Figure 1. Clock wiring as the flow saved it.
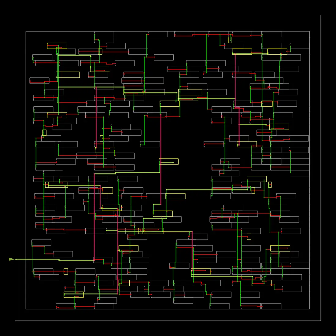
Figure 2. Ports around the boundary.
(2 px per micron) Pins as bars across the die edge, other pins in gray.
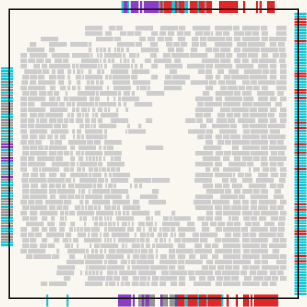
Figure 3. Layout detail.
Region (83, 83) to (133, 133) microns. Cells in gray, sequential cells in the stronger gray; small squares are vias.
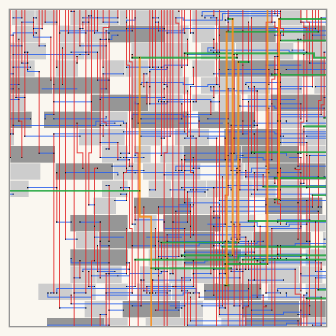
Figure 4. Signal wires on met3.
(3 px per micron) Cells faint in the background.
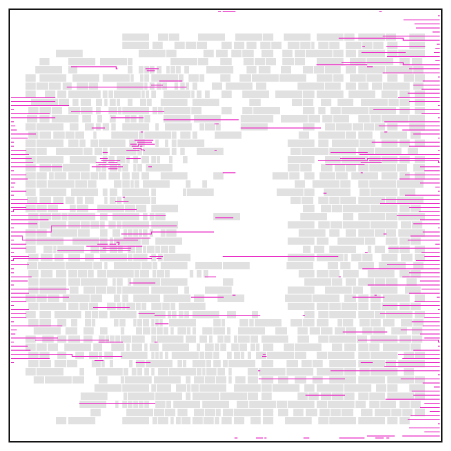
Figure 5. The metal 4 layer.
(2 px per micron) Supply wires on this layer in gray. Cells faint in the background.
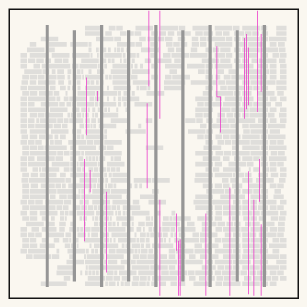
File: config.mk
export PLATFORM = sky130hd
export DESIGN_NAME = hash_job_ctrl
export DESIGN_NICKNAME = d
export VERILOG_FILES = /design/src/rtl/hash_pkg.sv /design/src/rtl/hash_job_counter.sv /design/src/rtl/hash_job_ctrl.sv
export SDC_FILE = /design/constraint.sdc
export NUM_CORES = 1
export LEC_CHECK = 0
export CORE_MARGIN = 5
export CORE_UTILIZATION = 49
export CTS_CLUSTER_SIZE = 14
export DETAILED_ROUTE_END_ITERATION = 12
export HOLD_SLACK_MARGIN = 0.15
export PLACE_DENSITY = 0.95
export SLEW_MARGIN = 20
export SYNTH_ARGS = -nofsm -noshare
export SYNTH_HDL_FRONTEND = slang
export SYNTH_HIERARCHICAL = 1
export SYNTH_SLANG_ARGS = --single-unit
File: constraint.sdc
create_clock -name clk -period 7.3 [get_ports clk]
set_input_delay 1.46 -clock clk [delete_from_list [all_inputs] [get_ports clk]]
set_output_delay 1.46 -clock clk [all_outputs]
set_load 0.005 [all_outputs]
File: src/rtl/hash_pkg.sv
// Shared types and default widths for the hash job controller.
package hash_pkg;

  localparam int unsigned INDEX_PTR_DEF = 2;
  localparam int unsigned DATA_SIZE_DEF = 96;
  localparam int unsigned NONCE_W_DEF   = 32;
  localparam int unsigned JOB_W_DEF     = DATA_SIZE_DEF + NONCE_W_DEF;

  typedef enum logic [2:0] {
    IDLE,
    FETCH,
    LOAD,
    ISSUE,
    WAIT_HASH,
    DONE
  } state_t;

endpackage

File: src/rtl/hash_job_counter.sv
// Nonce/entry pointer sequencer with the per-job nonce limit and end-of-range flags.
module hash_job_counter
  import hash_pkg::*;
#(
  parameter int unsigned INDEX_PTR = INDEX_PTR_DEF,
  parameter int unsigned NONCE_W   = NONCE_W_DEF
) (
  input  logic                 clk,
  input  logic                 reset,
  input  logic                 clear,
  input  logic [NONCE_W-1:0]   nonce_limit,
  input  logic                 nonce_inc,
  input  logic                 ptr_inc,
  output logic [NONCE_W-1:0]   nonce,
  output logic [INDEX_PTR-1:0] ptr,
  output logic                 last_nonce_c,
  output logic                 last_entry_c
);

  logic [NONCE_W-1:0] limit_q;

  // Increments are only requested below the limit / last entry, so neither counter wraps.
  always_ff @(posedge clk or posedge reset) begin
    if (reset) begin
      nonce   <= '0;
      ptr     <= '0;
      limit_q <= '0;
    end else if (clear) begin
      nonce   <= '0;
      ptr     <= '0;
      limit_q <= nonce_limit;
    end else if (ptr_inc) begin
      nonce <= '0;
      ptr   <= ptr + INDEX_PTR'(1);
    end else if (nonce_inc) begin
      nonce <= nonce + NONCE_W'(1);
    end
  end

  assign last_nonce_c = (nonce == limit_q);
  assign last_entry_c = (ptr == {INDEX_PTR{1'b1}});

endmodule

File: src/rtl/hash_job_ctrl.sv
// Sweeps every block-memory entry over nonces 0..limit, feeding job words to a hash core.
module hash_job_ctrl
  import hash_pkg::*;
#(
  parameter int unsigned INDEX_PTR = INDEX_PTR_DEF,
  parameter int unsigned DATA_SIZE = DATA_SIZE_DEF,
  parameter int unsigned NONCE_W   = NONCE_W_DEF
) (
  input  logic                         clk,
  input  logic                         reset,
  input  logic                         start,
  input  logic                         stop,
  input  logic [NONCE_W-1:0]           nonce_limit,
  output logic [INDEX_PTR-1:0]         rd_ptr,
  input  logic [DATA_SIZE-1:0]         entrada,
  output logic                         blk_valid,
  input  logic                         blk_ready,
  output logic [DATA_SIZE+NONCE_W-1:0] bloque_out,
  input  logic                         hash_done,
  input  logic                         hash_match,
  output logic                         busy,
  output logic                         done,
  output logic                         found,
  output logic [INDEX_PTR-1:0]         found_ptr,
  output logic [NONCE_W-1:0]           found_nonce
);

  state_t               state, state_n;
  logic [DATA_SIZE-1:0] blk_q;
  logic [NONCE_W-1:0]   nonce;
  logic [INDEX_PTR-1:0] ptr;
  logic                 last_nonce_c, last_entry_c;
  logic                 clear_c, load_c, nonce_inc_c, ptr_inc_c, set_found_c;

  hash_job_counter #(
    .INDEX_PTR (INDEX_PTR),
    .NONCE_W   (NONCE_W)
  ) u_counter (
    .clk          (clk),
    .reset        (reset),
    .clear        (clear_c),
    .nonce_limit  (nonce_limit),
    .nonce_inc    (nonce_inc_c),
    .ptr_inc      (ptr_inc_c),
    .nonce        (nonce),
    .ptr          (ptr),
    .last_nonce_c (last_nonce_c),
    .last_entry_c (last_entry_c)
  );

  always_ff @(posedge clk or posedge reset) begin
    if (reset) state <= IDLE;
    else       state <= state_n;
  end

  // Next state and datapath strobes; stop overrides everything outside IDLE.
  always_comb begin
    state_n     = state;
    clear_c     = 1'b0;
    load_c      = 1'b0;
    nonce_inc_c = 1'b0;
    ptr_inc_c   = 1'b0;
    set_found_c = 1'b0;
    if (state != IDLE && stop) begin
      state_n = IDLE;
    end else begin
      case (state)
        IDLE: begin
          if (start && !stop) begin
            clear_c = 1'b1;
            state_n = FETCH;
          end
        end
        FETCH: state_n = LOAD;
        LOAD: begin
          load_c  = 1'b1;
          state_n = ISSUE;
        end
        ISSUE: begin
          if (blk_valid && blk_ready) state_n = WAIT_HASH;
        end
        WAIT_HASH: begin
          if (hash_done) begin
            if (hash_match) begin
              set_found_c = 1'b1;
              state_n     = DONE;
            end else if (!last_nonce_c) begin
              nonce_inc_c = 1'b1;
              state_n     = ISSUE;
            end else if (!last_entry_c) begin
              ptr_inc_c = 1'b1;
              state_n   = FETCH;
            end else begin
              state_n = DONE;
            end
          end
        end
        DONE:    state_n = IDLE;
        default: state_n = IDLE;
      endcase
    end
  end

  // Registered status outputs track the state being entered.
  always_ff @(posedge clk or posedge reset) begin
    if (reset) begin
      blk_q       <= '0;
      blk_valid   <= 1'b0;
      busy        <= 1'b0;
      done        <= 1'b0;
      found       <= 1'b0;
      found_ptr   <= '0;
      found_nonce <= '0;
    end else begin
      blk_valid <= (state_n == ISSUE);
      busy      <= (state_n != IDLE);
      done      <= (state_n == DONE);
      if (load_c) blk_q <= entrada;
      if (clear_c) begin
        found       <= 1'b0;
        found_ptr   <= '0;
        found_nonce <= '0;
      end else if (set_found_c) begin
        found       <= 1'b1;
        found_ptr   <= ptr;
        found_nonce <= nonce;
      end
    end
  end

  assign rd_ptr     = ptr;
  assign bloque_out = {blk_q, nonce};

endmodule
==> flow_metrics.env <==
# flow metrics
export IMPL_synth_cell_types=43
export IMPL_diodes=6
export IMPL_yosys_area_top_type_share_pct=58.0
export IMPL_crit_type="in -> reg"
export IMPL_path_delay_family="simple AND/OR/NAND/NOR gates"
export IMPL_avgSynthCellArea_sq_um=12.8
export IMPL_area_growth_pct=44.4
export IMPL_whs_path_depth=2
export IMPL_flop_cell="dfrtp_1"
export IMPL_place_ws_ns=2.83
export IMPL_cts_tree="built"
export IMPL_yosysCellCount=686
export IMPL_placed_area_sq_um=11900
export IMPL_synth_area_leader_cell="dfrtp_1"
export IMPL_ys_seq_share_pct=58.0
export IMPL_met2_length_microns=13800
export IMPL_route_met3_wl_microns=2460
export IMPL_coreArea_sq_um=17400
export IMPL_top_usage_layer="met2"
export IMPL_fmax_mhz=249
export IMPL_ir_drop_mv=0.265
export IMPL_finalHoldViolCount=0
export IMPL_finalCriticalPeriod_ns=4.01
export IMPL_grt_max_degree=75
export IMPL_logic_area_sq_um=3300
export IMPL_min_path_type="reg -> reg"
export IMPL_nNetsFinal=1119
export IMPL_p_per_area_nw_per_um2=277
export IMPL_worstPathRequired_ns=7.70
export IMPL_nFillCells=1110
export IMPL_final_util_pct=72.6
export IMPL_worst_skew_pair_late_latency_ns=0.50
export IMPL_crit_start="stop"
export IMPL_drt_iter0_drc=489
export IMPL_largest_register="blk_q"
export IMPL_drt_pass1_iterations=5
export IMPL_postCtsHoldBufs=0
export IMPL_via_per_inst=5.43
export IMPL_wl_met1_microns=9650
export IMPL_port_buffers=302
export IMPL_initial_utilization_pct=50.3
export IMPL_logic_gates=402
export IMPL_edf_count=0
export IMPL_worstMarginPinSlew_ns=0.937
export IMPL_finalPower_mw=3.50
export IMPL_hold_end="found_nonce[30]"
export IMPL_ys_ff=203
export IMPL_start_kind="input port"
export IMPL_setup_violations=0
export IMPL_p_seq_share_pct=42.8
export IMPL_maxCapViolCount=0
export IMPL_clock_cell_area_share_pct=5.70
export IMPL_rsz0062_at_grt="no"
export IMPL_num_rows=48
export IMPL_clkSlewWorstSetupHoldPaths_ns=0.06
export IMPL_holdWs_ns=0.498
export IMPL_maxSlewViolCount=0
export IMPL_wl_per_cell_microns=21.9
export IMPL_p_comb_mw=0.880
export IMPL_drc=0
export IMPL_p_sw_mw=0.881
export IMPL_largest_reg_flops=96
export IMPL_min_from="found_nonce[30]"
export IMPL_worstReg2RegStart="u_counter/nonce[28]"
export IMPL_largestPowerGroup="sequential cells"
export IMPL_crit_end="u_counter/nonce[22]"
export IMPL_ant_nets=0
export IMPL_antenna_found_initial=5
export IMPL_chip_area_sq_um=20600
export IMPL_pin_count=303
export IMPL_adder_share_pct=0.286
export IMPL_warning_count=27
export IMPL_cts_resized=0
export IMPL_grtUsageMet1_pct=28.7
export IMPL_fin_crit_sh_pct=55.0
export IMPL_buf_share_pct=24.4
export IMPL_routed_top_layer="met4"
export IMPL_met2_usage_pct=45.1
export IMPL_seq_share_pct=40.2
export IMPL_p_clk_mw=1.12
export IMPL_dp_hpwl_microns=19000
export IMPL_first_global_vias=7132
export IMPL_num_nonclk_inverters=43
export IMPL_netlist_area_sq_um=8760
export IMPL_postCtsSetupBuffers=0
export IMPL_comb_area_share_pct=26.1
export IMPL_largest_class="sequential cells"
export IMPL_grt_pass1_wl_microns=40400
export IMPL_synthXorXnorAreaFrac_pct=4.30
export IMPL_ys_sh_mux_pct=18.5
export IMPL_grt_util_met3_pct=7.22
export IMPL_synthAoiAreaFrac_pct=5.19
export IMPL_ff2ff_setup_slack_ns=3.43
export IMPL_drive_gt1_share_pct=17.8
export IMPL_taps=225
export IMPL_num_nonclk_buffers=310
export IMPL_status="finished clean"
export IMPL_h_tree_depth=1
export IMPL_cts_buffer_depth=3
export IMPL_critPathMaxStageDelay_ns=0.70
About Figure 1:
Clock Buffer Count: 31
seq_cells: 203
Clock Sink Count: 203
Inserted Clock Buffers: 22
Layout Skew: 0.0154 ns

About Figure 2:
done -> blue  # pins 1, direction output, edge bottom
entrada -> red  # pins 96, direction input, edge 39 bottom, 36 top, 21 right
found_nonce -> purple  # pins 32, direction output, edge 15 top, 12 bottom, 5 left
bloque_out -> cyan  # pins 128, direction output, edge 83 right, 28 left, 11 top, 6 bottom

About Figure 3:
met4 -> orange
met2 -> red
met1 -> blue
met3 -> green
most frequent = clkdlybuf4s50_1 (59), dfrtp_1 (29), mux2_4 (19)
netlist names of flops here include = blk_q (29)
cells with their middle in the window = 127
sequential cells in the window = 29

About Figure 4:
main direction = horizontal
longest straight run = 51.3 microns
share of all routed wire = 9.2%
nets with wire on the layer = 227

About Figure 5:
main direction = vertical
share of all routed wire = 3.2%
nets with wire on the layer = 21
longest straight run = 61.2 microns
wire length on this layer = 869 microns
DRT Wirelength: 26800 microns
via count of the routed design: 6660

